Cell area per tile:
Bar = 20 um. 11 x 20 tiles, from black (low) to pale yellow (high), 0 to 100% covered.
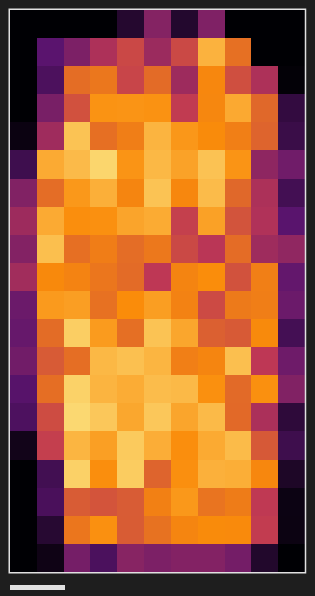
Signal wires on met2:
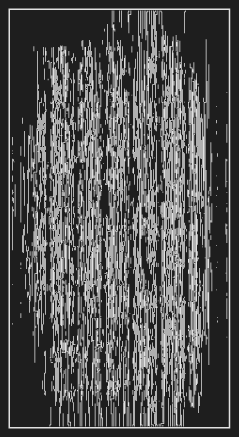
Wire density map:
Bar = 20 um. 11 x 20 tiles, from black (low) to pale yellow (high), scaled to the fullest tile. Values are wire area over tile area, all layers added.
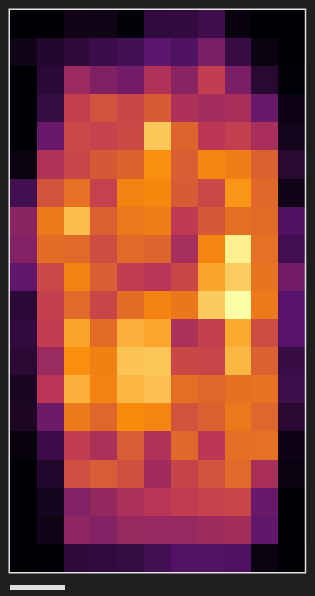
Routing congestion:
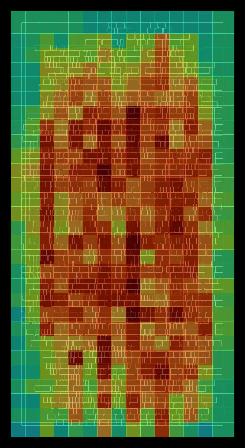
M1 wires:
Bar = 20 um.
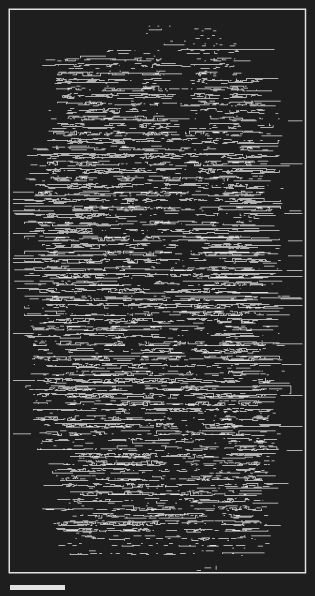
==> src/rtl/stream_pattern_gen.sv <==
`default_nettype none
// ============================================================================
// Module      : stream_pattern_gen
// Description : Multi-link AXI-Stream pattern source (counter, PRBS-31 or
//               fixed word) with backpressure, programmable burst length and
//               a live accepted-beat count. Each 32-bit link of TDATA carries
//               its own pattern instance.
//               Optional build macro STREAM_PATTERN_GEN_ERR_INJECT_EN adds a
//               single-beat bit-0 corruption on link 0 plus an inject counter.
// Revision    : 1.0 - initial release
// ============================================================================
module stream_pattern_gen #(
    parameter int          TDATA_WIDTH = 32,
    parameter logic [30:0] PRBS_SEED   = 31'h7FFFFFFF
) (
    input  logic                   clk,
    input  logic                   areset,
    input  logic                   start,
    input  logic                   stop,
    input  logic [1:0]             mode,
    input  logic [31:0]            fixed_word,
    input  logic [31:0]            num_words,
`ifdef STREAM_PATTERN_GEN_ERR_INJECT_EN
    input  logic                   err_inject,
    output logic [31:0]            inject_count,
`endif
    output logic [TDATA_WIDTH-1:0] M_AXIS_TDATA,
    output logic                   M_AXIS_TVALID,
    input  logic                   M_AXIS_TREADY,
    output logic                   M_AXIS_TLAST,
    output logic                   busy,
    output logic                   done,
    output logic [31:0]            words_sent
);

    localparam int         NLINKS       = TDATA_WIDTH / 32;
    localparam logic [1:0] C_MODE_PRBS  = 2'd1;
    localparam logic [1:0] C_MODE_FIXED = 2'd2;

    typedef enum logic [1:0] {
        S_IDLE = 2'd0,
        S_RUN  = 2'd1,
        S_FIN  = 2'd2
    } state_t;

    // Per-link seed; an all-zero LFSR would lock up, so it is replaced by 1.
    function automatic logic [30:0] link_seed(input int idx);
        logic [30:0] s;
        s = PRBS_SEED ^ 31'(idx);
        if (s == 31'd0) begin
            s = 31'd1;
        end
        return s;
    endfunction

    // 32 steps of x^31 + x^28 + 1; returns {word[31:0], next_state[30:0]}.
    // The first bit produced is placed in word bit 31.
    function automatic logic [62:0] prbs_step32(input logic [30:0] st);
        logic [30:0] s;
        logic [31:0] w;
        logic        nb;
        s = st;
        w = '0;
        for (int b = 0; b < 32; b++) begin
            nb        = s[30] ^ s[27];
            w[31 - b] = nb;
            s         = {s[29:0], nb};
        end
        return {w, s};
    endfunction

    state_t                   state_q, state_d;
    logic [1:0]               mode_q, mode_d;
    logic [31:0]              fixed_q, fixed_d;
    logic [31:0]              num_q, num_d;
    logic [31:0]              counter_q, counter_d;
    logic [30:0]              lfsr_q [NLINKS];
    logic [30:0]              lfsr_d [NLINKS];
    logic [TDATA_WIDTH-1:0]   tdata_q, tdata_d;
    logic                     tlast_q, tlast_d;
    logic [31:0]              words_q, words_d;
    logic                     stop_pend_q, stop_pend_d;

    logic                     w_hs;
    logic                     w_inj;
    logic [1:0]               w_src_mode;
    logic [31:0]              w_src_fixed;
    logic [31:0]              w_src_cnt;
    logic [30:0]              w_src_lfsr [NLINKS];
    logic [30:0]              w_lfsr_adv [NLINKS];
    logic [TDATA_WIDTH-1:0]   w_word;

    assign w_hs = (state_q == S_RUN) && M_AXIS_TREADY;

    // Word to load next: beat 0 of a new run while idle, otherwise the beat
    // following the one currently presented.
    always_comb begin : p_source
        logic [62:0] step;
        w_src_mode  = mode_q;
        w_src_fixed = fixed_q;
        w_src_cnt   = counter_q + 32'd1;
        w_src_lfsr  = lfsr_q;
        if (state_q == S_IDLE) begin
            w_src_mode  = mode;
            w_src_fixed = fixed_word;
            w_src_cnt   = '0;
            for (int i = 0; i < NLINKS; i++) begin
                w_src_lfsr[i] = link_seed(i);
            end
        end
        w_word = '0;
        for (int i = 0; i < NLINKS; i++) begin
            step          = prbs_step32(w_src_lfsr[i]);
            w_lfsr_adv[i] = step[30:0];
            case (w_src_mode)
                C_MODE_PRBS:  w_word[32*i +: 32] = step[62:31];
                C_MODE_FIXED: w_word[32*i +: 32] = w_src_fixed;
                default:      w_word[32*i +: 32] = w_src_cnt + 32'(i);
            endcase
        end
    end

    // Next-state logic for the run controller and the presented beat.
    always_comb begin
        state_d     = state_q;
        mode_d      = mode_q;
        fixed_d     = fixed_q;
        num_d       = num_q;
        counter_d   = counter_q;
        lfsr_d      = lfsr_q;
        tdata_d     = tdata_q;
        tlast_d     = tlast_q;
        words_d     = words_q;
        stop_pend_d = stop_pend_q;
        case (state_q)
            S_IDLE: begin
                stop_pend_d = 1'b0;
                if (start) begin
                    mode_d    = mode;
                    fixed_d   = fixed_word;
                    num_d     = num_words;
                    counter_d = '0;
                    lfsr_d    = w_lfsr_adv;
                    tdata_d   = w_word;
                    tlast_d   = (num_words == 32'd1);
                    words_d   = '0;
                    state_d   = S_RUN;
                end
            end
            S_RUN: begin
                if (stop) begin
                    stop_pend_d = 1'b1;
                end
                if (w_hs) begin
                    words_d   = words_q + 32'd1;
                    counter_d = counter_q + 32'd1;
                    lfsr_d    = w_lfsr_adv;
                    tdata_d   = w_word;
                    // Next presented beat index is words_q+1; last is num-1.
                    tlast_d   = (num_q != 32'd0) && (words_q + 32'd2 == num_q);
                    // tlast_q marks the accepted beat as number num_words.
                    if (tlast_q || stop_pend_q) begin
                        state_d = S_FIN;
                    end
                end
            end
            S_FIN:   state_d = S_IDLE;
            default: state_d = S_IDLE;
        endcase
    end

    // State and datapath registers.
    always_ff @(posedge clk) begin
        if (areset) begin
            state_q     <= S_IDLE;
            mode_q      <= '0;
            fixed_q     <= '0;
            num_q       <= '0;
            counter_q   <= '0;
            tdata_q     <= '0;
            tlast_q     <= 1'b0;
            words_q     <= '0;
            stop_pend_q <= 1'b0;
            for (int i = 0; i < NLINKS; i++) begin
                lfsr_q[i] <= link_seed(i);
            end
        end else begin
            state_q     <= state_d;
            mode_q      <= mode_d;
            fixed_q     <= fixed_d;
            num_q       <= num_d;
            counter_q   <= counter_d;
            lfsr_q      <= lfsr_d;
            tdata_q     <= tdata_d;
            tlast_q     <= tlast_d;
            words_q     <= words_d;
            stop_pend_q <= stop_pend_d;
        end
    end

`ifdef STREAM_PATTERN_GEN_ERR_INJECT_EN
    logic        inj_pend_q;
    logic [31:0] inj_cnt_q;

    assign w_inj        = inj_pend_q && (state_q == S_RUN);
    assign inject_count = inj_cnt_q;

    // Arm a one-shot corruption; it is consumed by the next accepted beat.
    always_ff @(posedge clk) begin
        if (areset) begin
            inj_pend_q <= 1'b0;
            inj_cnt_q  <= '0;
        end else if ((state_q == S_IDLE) && start) begin
            inj_pend_q <= 1'b0;
        end else if (w_hs && inj_pend_q) begin
            inj_pend_q <= 1'b0;
            inj_cnt_q  <= inj_cnt_q + 32'd1;
        end else if (err_inject) begin
            inj_pend_q <= 1'b1;
        end
    end
`else
    assign w_inj = 1'b0;
`endif

    assign M_AXIS_TDATA  = tdata_q ^ {{(TDATA_WIDTH-1){1'b0}}, w_inj};
    assign M_AXIS_TVALID = (state_q == S_RUN);
    assign M_AXIS_TLAST  = tlast_q && (state_q == S_RUN);
    assign busy          = (state_q != S_IDLE);
    assign done          = (state_q == S_FIN);
    assign words_sent    = words_q;

endmodule
`default_nettype wire

==> config.mk <==
export PLATFORM = sky130hd
export DESIGN_NAME = stream_pattern_gen
export DESIGN_NICKNAME = d
export VERILOG_FILES = /design/src/rtl/stream_pattern_gen.sv
export SDC_FILE = /design/constraint.sdc
export NUM_CORES = 1
export LEC_CHECK = 0
export CORE_ASPECT_RATIO = 2
export CORE_MARGIN = 5
export CORE_UTILIZATION = 55
export CTS_CLUSTER_SIZE = 8
export DETAILED_ROUTE_END_ITERATION = 7
export PLACE_DENSITY = 0.83
export RECOVER_POWER = 25
export SYNTH_ARGS = -nofsm -noshare
export SYNTH_HDL_FRONTEND = slang
export SYNTH_SLANG_ARGS = --single-unit
==> constraint.sdc <==
create_clock -name clk -period 5.61 [get_ports clk]
set_input_delay 1.122 -clock clk [delete_from_list [all_inputs] [get_ports clk]]
set_output_delay 1.122 -clock clk [all_outputs]
set_load 0.03 [all_outputs]
==> out/metrics.cfg <==
[clock_network]
cts_hold_buf=0

[logic_synthesis]
floorplan.nets=1421
syn-cell-area_mm2=0.01034
synth_top_cell_by_count=nand2_1
numSynthFlops=197
synthesis.instances=1345

[final_layout]
final_area_mm2=0.01222
seqCellArea_mm2=0.003944

[final_timing]
timing_max_transition_violations_final=47

[flow_run]
maxCapViolations=1

[critical_path]
reg2reg_setup_slack_ns=1.85
worstPathRequired_ns=5.93
critical_path.slowest_cell=clkbuf_1
regToRegEndpoint=M_AXIS_TDATA[4]
r2r-start=state_q[0]
critical_setup_path_kind=in2reg
crit_start=start

[detailed_routing]
drtIter0Drc=772
drcViolationCount=0
first_pass_iters=7

[run_status]
violations=max-capacitance violations, max-slew violations
status=finished, violations left

[floorplanning]
io_pins=139

[min_path]
whs_endpoint=fixed_q[14]

[place]
buffer_ports.inserted=138

[power_and_ir_drop]
pwr-share-comb_pct=18.0

Back to the opening pictures, 'cell area per tile':
- mean over tiles: 55%
- fullest tile: 92%
- nearly empty tiles: 8.2%
- tiles over 75% full: 31%

Back to the opening pictures, 'signal wires on met2':
- nets with wire on the layer: 1261
- wire length on this layer: 17200 um
- main direction: vertical

Back to the opening pictures, 'wire density map':
- densest ninth of the die: center
- tiles over half the peak: 49%
- nearly empty tiles: 8.2%
- mean over tiles: 0.27
- fullest tile: 0.63
GRT Total Usage: 31.46%
detailed-route via count: 10178
final wirelength: 34.22 mm
mean routed wirelength per cell: 20.87 um

Back to the opening pictures, 'routing congestion':
GRT met1 Usage: 30.99%
met2 track demand over resource in global routing: 53.63%
Global Route met3 Usage: 5.217%

Back to the opening pictures, 'M1 wires':
- main direction: horizontal
- wire length on this layer: 11500 um
- nets with wire on the layer: 1359
- share of all routed wire: 34%
- longest straight run: 33.8 um

[state kept, by name (all words and copies together), names as in the netlist]
name and count:
M_AXIS_TDATA 32, counter_q 32, fixed_q 32, lfsr_q 31, mode_q 2, num_q 32, state_q 2, stop_pend_q 1
tlast_q 1, words_sent 32
[metal layers]
layer / GRT usage [%] / vias to the layer above / share of wire [%]
met4: 31.60 / 0 / 12
met3: 5.217 / 168 / 4.6
met5: 0 / - / 0
met1: 30.99 / 4782 / 34
met2: 53.63 / 422 / 50
li1: - / 4806 / -
[layout make-up]
| cell class | count | share of cell area (%) |
|---|---|---|
| sequential | 197 | 32.26 |
| multi-input combinational | 1036 | 48.70 |
| inverter | 9 | 0.2764 |
| clock buffer | 17 | 3.480 |
| timing repair buffer | 147 | 11.90 |
| clock inverter | 15 | 1.136 |
| tap | 219 | 2.242 |
Power is estimated from default activity; no workload was simulated.
